[src/rtl/ifetch_unit.sv]
// ifetch_unit: RV32 instruction fetch front end.
// One read in flight, small instruction FIFO, redirect flush.
module ifetch_unit #(
  parameter int unsigned DEPTH    = 2,
  parameter logic [31:0] RESET_PC = 32'h0000_0000
) (
  input  logic        clk_i,
  input  logic        rst_i,
  input  logic        redirect_i,
  input  logic [31:0] redirect_pc_i,
  output logic        mem_req_o,
  output logic [31:0] mem_addr_o,
  input  logic        mem_gnt_i,
  input  logic        mem_rvalid_i,
  input  logic [31:0] mem_rdata_i,
  output logic        instr_valid_o,
  input  logic        instr_ready_i,
  output logic [31:0] instr_o,
  output logic [31:0] instr_pc_o,
  output logic [31:0] instr_pc_four_o
);

  localparam int unsigned AW = (DEPTH > 1) ? $clog2(DEPTH) : 1;
  localparam int unsigned CW = $clog2(DEPTH + 1);

  typedef enum logic [1:0] {
    IDLE,
    REQ,
    WAIT,
    DRAIN
  } state_t;

  state_t        state;
  logic [31:0]   fetch_pc;
  logic [31:0]   req_pc;
  logic [31:0]   fifo_instr [DEPTH];
  logic [31:0]   fifo_pc    [DEPTH];
  logic [AW-1:0] rptr;
  logic [AW-1:0] wptr;
  logic [CW-1:0] count;

  logic accept;
  logic push;
  logic pop;

  assign mem_req_o  = (state == REQ) && (count < CW'(DEPTH));
  assign mem_addr_o = fetch_pc;
  assign accept     = mem_req_o && mem_gnt_i;
  assign push       = (state == WAIT) && mem_rvalid_i;
  assign pop        = instr_valid_o && instr_ready_i;

  assign instr_valid_o   = (count != '0);
  assign instr_o         = fifo_instr[rptr];
  assign instr_pc_o      = fifo_pc[rptr];
  assign instr_pc_four_o = fifo_pc[rptr] + 32'd4;

  // Fetch FSM and fetch address; a redirect overrides every other event.
  always_ff @(posedge clk_i or posedge rst_i) begin
    if (rst_i) begin
      state    <= IDLE;
      fetch_pc <= RESET_PC;
      req_pc   <= RESET_PC;
    end else if (redirect_i) begin
      fetch_pc <= redirect_pc_i & 32'hFFFF_FFFC;
      unique case (state)
        IDLE:  state <= REQ;
        REQ:   state <= accept ? DRAIN : REQ;
        WAIT,
        DRAIN: state <= mem_rvalid_i ? REQ : DRAIN;
        default: state <= IDLE;
      endcase
    end else begin
      unique case (state)
        IDLE: state <= REQ;
        REQ: begin
          if (accept) begin
            req_pc   <= fetch_pc;
            fetch_pc <= fetch_pc + 32'd4;
            state    <= WAIT;
          end
        end
        WAIT,
        DRAIN: begin
          if (mem_rvalid_i) state <= REQ;
        end
        default: state <= IDLE;
      endcase
    end
  end

  // Instruction FIFO: push returned words, pop on decode handshake.
  always_ff @(posedge clk_i or posedge rst_i) begin
    if (rst_i) begin
      rptr  <= '0;
      wptr  <= '0;
      count <= '0;
      for (int i = 0; i < int'(DEPTH); i++) begin
        fifo_instr[i] <= '0;
        fifo_pc[i]    <= '0;
      end
    end else if (redirect_i) begin
      rptr  <= '0;
      wptr  <= '0;
      count <= '0;
    end else begin
      if (push) begin
        fifo_instr[wptr] <= mem_rdata_i;
        fifo_pc[wptr]    <= req_pc;
        wptr             <= wptr + 1'b1;
      end
      if (pop) begin
        rptr <= rptr + 1'b1;
      end
      unique case ({push, pop})
        2'b10:   count <= count + 1'b1;
        2'b01:   count <= count - 1'b1;
        default: count <= count;
      endcase
    end
  end

endmodule

[config.mk]
export PLATFORM = sky130hd
export DESIGN_NAME = ifetch_unit
export DESIGN_NICKNAME = d
export VERILOG_FILES = /design/src/rtl/ifetch_unit.sv
export SDC_FILE = /design/constraint.sdc
export NUM_CORES = 1
export LEC_CHECK = 0
export ABC_AREA = 0
export CAP_MARGIN = 10
export CORE_ASPECT_RATIO = 1.25
export CORE_MARGIN = 2
export CORE_UTILIZATION = 51
export DETAILED_ROUTE_END_ITERATION = 10
export PLACE_DENSITY = 0.91
export SKIP_CTS_REPAIR_TIMING = 1
export SYNTH_ARGS = -nofsm -noshare
export SYNTH_HDL_FRONTEND = slang
export SYNTH_SLANG_ARGS = --single-unit
[constraint.sdc]
create_clock -name clk_i -period 8.51 [get_ports clk_i]
set_clock_uncertainty 0.1 [all_clocks]
set_input_delay 2.1275 -clock clk_i [delete_from_list [all_inputs] [get_ports clk_i]]
set_output_delay 2.1275 -clock clk_i [all_outputs]
set_load 0.02 [all_outputs]
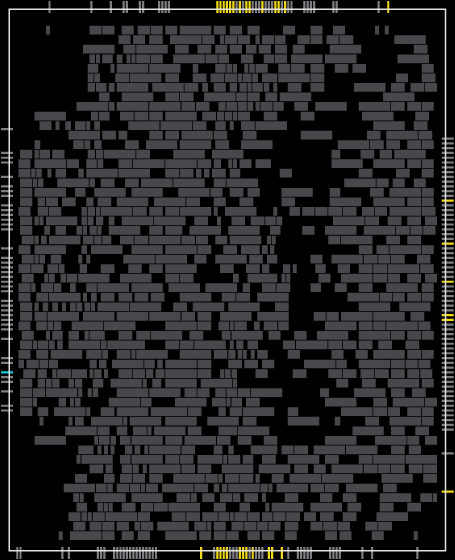
Figure 1: ports around the boundary.
Pins as bars across the die edge, other pins in gray.
| port | color | pins | direction | edge |
|---|---|---|---|---|
| mem_gnt_i | cyan | 1 | input | west |
| instr_pc_o | yellow | 32 | output | 14 north, 12 south, 6 east |
Die X: 124 um
Port Buffers: 191
Die Span Y: 154 um

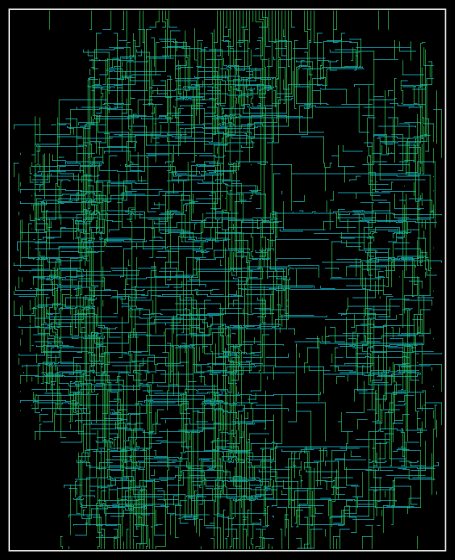
Figure 2: signal wires by layer.
Only two layers are drawn.
| layer | color | wire length |
|---|---|---|
| met1 | cyan | 8510 um |
| met2 | green | 10100 um |
wire length per cell: 17.6 um
Routed WL: 20.3 mm
Vias: 6265

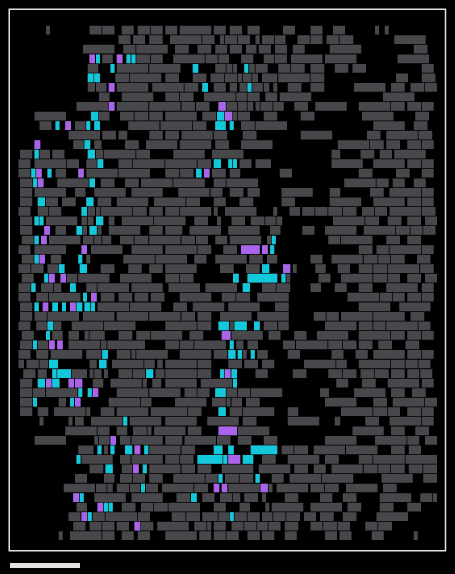
Figure 3: gate families picked out.
Scale bar: 20 um.
| family | color | cells |
|---|---|---|
| NAND gates | cyan | 109 |
| inverting AOI/OAI gates | purple | 45 |
final instance count without filler cells: 1154
most frequent logic cell in the layout: mux2_2
combinational share of cell area: 35.5%

==> reports/metrics.cfg <==
[final_timing]
slew_headroom_pct = 36.1
worstMarginPinSlew_ns = 0.951
max_freq_mhz = 165
drv_slew = 0
hold_viol_final = 0
tns_ns = 0
fin_crit_sh_pct = 71.1
setup_slack_ns = 2.46

[cts]
cts_buffers = 17
clock_latency_ns = 0.43
path_clk_slew_ns = 0.07
cts-root-buf = clkbuf_16
cts_sinks = 190

[hold_path]
min_from = fifo_pc[63]
min_path_type = register to register
min_path_cells = 1

[worst_setup_path]
rr_endpoint = mem_addr_o[16]
worst_setup_path_start_kind = register
crit_fanout = 54
cp.required_ns = 6.28
crit_slowest_cell = dfrtp_4
crit_buf_inv = 2
critPathKind = register to primary output
crit_family = buffers and inverters
rrSetupSlack_ns = 5.94
crit_chain = buf_4, nand4_1, a21boi_1, nand3_2, nor4_2, xor2_1, clkdlybuf4s50_1
arrival_ns = 3.83

[logic_synthesis]
top_area_share_pct = 51.8
synth_cell_type_count = 46
synthCells = 735
synth_adder_area_share_pct = 0.273
yosys-top-cells-area = dfrtp_1 (52%), mux2_2 (26%), xor2_1 (3.4%)
synthTopLogicFamily = multiplexers
synthFlopType = dfrtp_1
synth_seq_share_pct = 51.8
xor_share_pct = 5.44
ys_cells = 735
syn_area_per_cell_um2 = 12.5

[status]
status = complete, no violations

[grt]
grt_pass1_wl_mm = 32.9
grt_usage_pct = 21.9
grt_pass1_vias = 6450
gr-total-overflow = 0
antenna_found_initial = 0

[finish]
lay_top_cells = mux2_2 (209), clkdlybuf4s50_1 (190), dfrtp_1 (189), nand2_1 (56), xor2_1 (36)
final_util_pct = 67.3
areaGrowthSynthToFinish_pct = 28.8
fin_nets = 989
drive_above_1_share_pct = 28.6
n_antenna_cell = 0

[flow_run]
drv_cap = 0

[floorplan]
dieArea_mm2 = 0.0191
pin_count = 200
coreArea_mm2 = 0.0176
fp_util_pct = 52.3

[power_and_ir_drop]
leakagePower_nw = 5.26
finalPower_mw = 3.17
ir_worst_vdd_mv = 0.174

[route]
first_iter_violations = 350
ant_nets = 0
dr.pass1.iters = 4

[place]
dpl_cell_area_mm2 = 0.0112
placed_cells = 1122
hpwl_mm = 14.2
post-place-ws_ns = 2.83

## area by class of cell
type	instances	area [um2]
clock buffer	19	453
fill	1306	5740
sequential	190	4760
multi-input combinational	497	4190
tap	224	280
timing repair buffer	197	1950
clock inverter	13	129
inverter	14	60.1
## sequential cells by signal, summed over array words and instances (netlist names)
register	flops
fifo_instr	64
fifo_pc	60
req_pc	30
wptr	1
count	2
rptr	1
mem_addr_o	30
state	2
## power by group
group	internal [mW]	leakage (nW)	switching, mW
logic	0.601	2.49	0.544
registers	1.09	2.48	0.158
clock network	0.427	0.286	0.349
total	2.12	5.26	1.05
## logic make-up after synthesis
| family | Yosys count |
|---|---|
| adders and majority gates | 2 |
| muxes | 221 |
| AOI/OAI and AO/OA | 46 |
| and+or+nand+nor | 165 |
| other | 1 |
| DFF | 190 |
| xor gates and xnor gates | 57 |
| buffers and inverters | 53 |
## synth_stat cells, types with 2 or more instances
| library cell | count |
|---|---|
| buf_2 | 10 |
| nor4_2 | 4 |
| inv_1 | 14 |
| buf_1 | 3 |
| mux2_2 | 209 |
| xor2_1 | 36 |
| nor2_1 | 23 |
| and3_1 | 5 |
| o21ai_0 | 32 |
| xnor2_1 | 21 |
| mux2i_1 | 12 |
| nor3_1 | 11 |
| nand4_1 | 15 |
| nand3_1 | 23 |
| and2_1 | 2 |
| nand4b_1 | 4 |
| a21oi_1 | 4 |
| nor4_1 | 4 |
| clkbuf_1 | 17 |
| buf_6 | 2 |
| ha_1 | 2 |
| buf_4 | 6 |
| a31oi_1 | 4 |
| nand3b_1 | 2 |
| and4_1 | 2 |
| nand2b_1 | 2 |
| dfrtp_1 | 190 |
| nor3b_1 | 2 |
| nand2_1 | 57 |
## how the worst max path moves through the flow
stage | startpoint | cells after the start | to | slack (ns)
3_3_place_gp | rptr | 7 | instr_pc_four_o[31] | 2.88
5_1_grt | rptr | 7 | instr_pc_four_o[31] | 2.08
2_1_floorplan | rst_i | 1 | count[0] | 1.11
4_1_cts | rptr | 7 | instr_pc_four_o[31] | 2.36
6_report | rptr | 7 | instr_pc_four_o[31] | 2.46
3_5_place_dp | rptr | 7 | instr_pc_four_o[31] | 2.83
## layer usage
layer,track usage [%],vias up,share of wire [%]
li1,-,2966,-
met3,5.45,31,5.7
met2,37.4,166,50
met1,26.7,3102,42
met5,0,-,0
met4,8.03,0,2.7
Power and IR drop assume default switching activity.
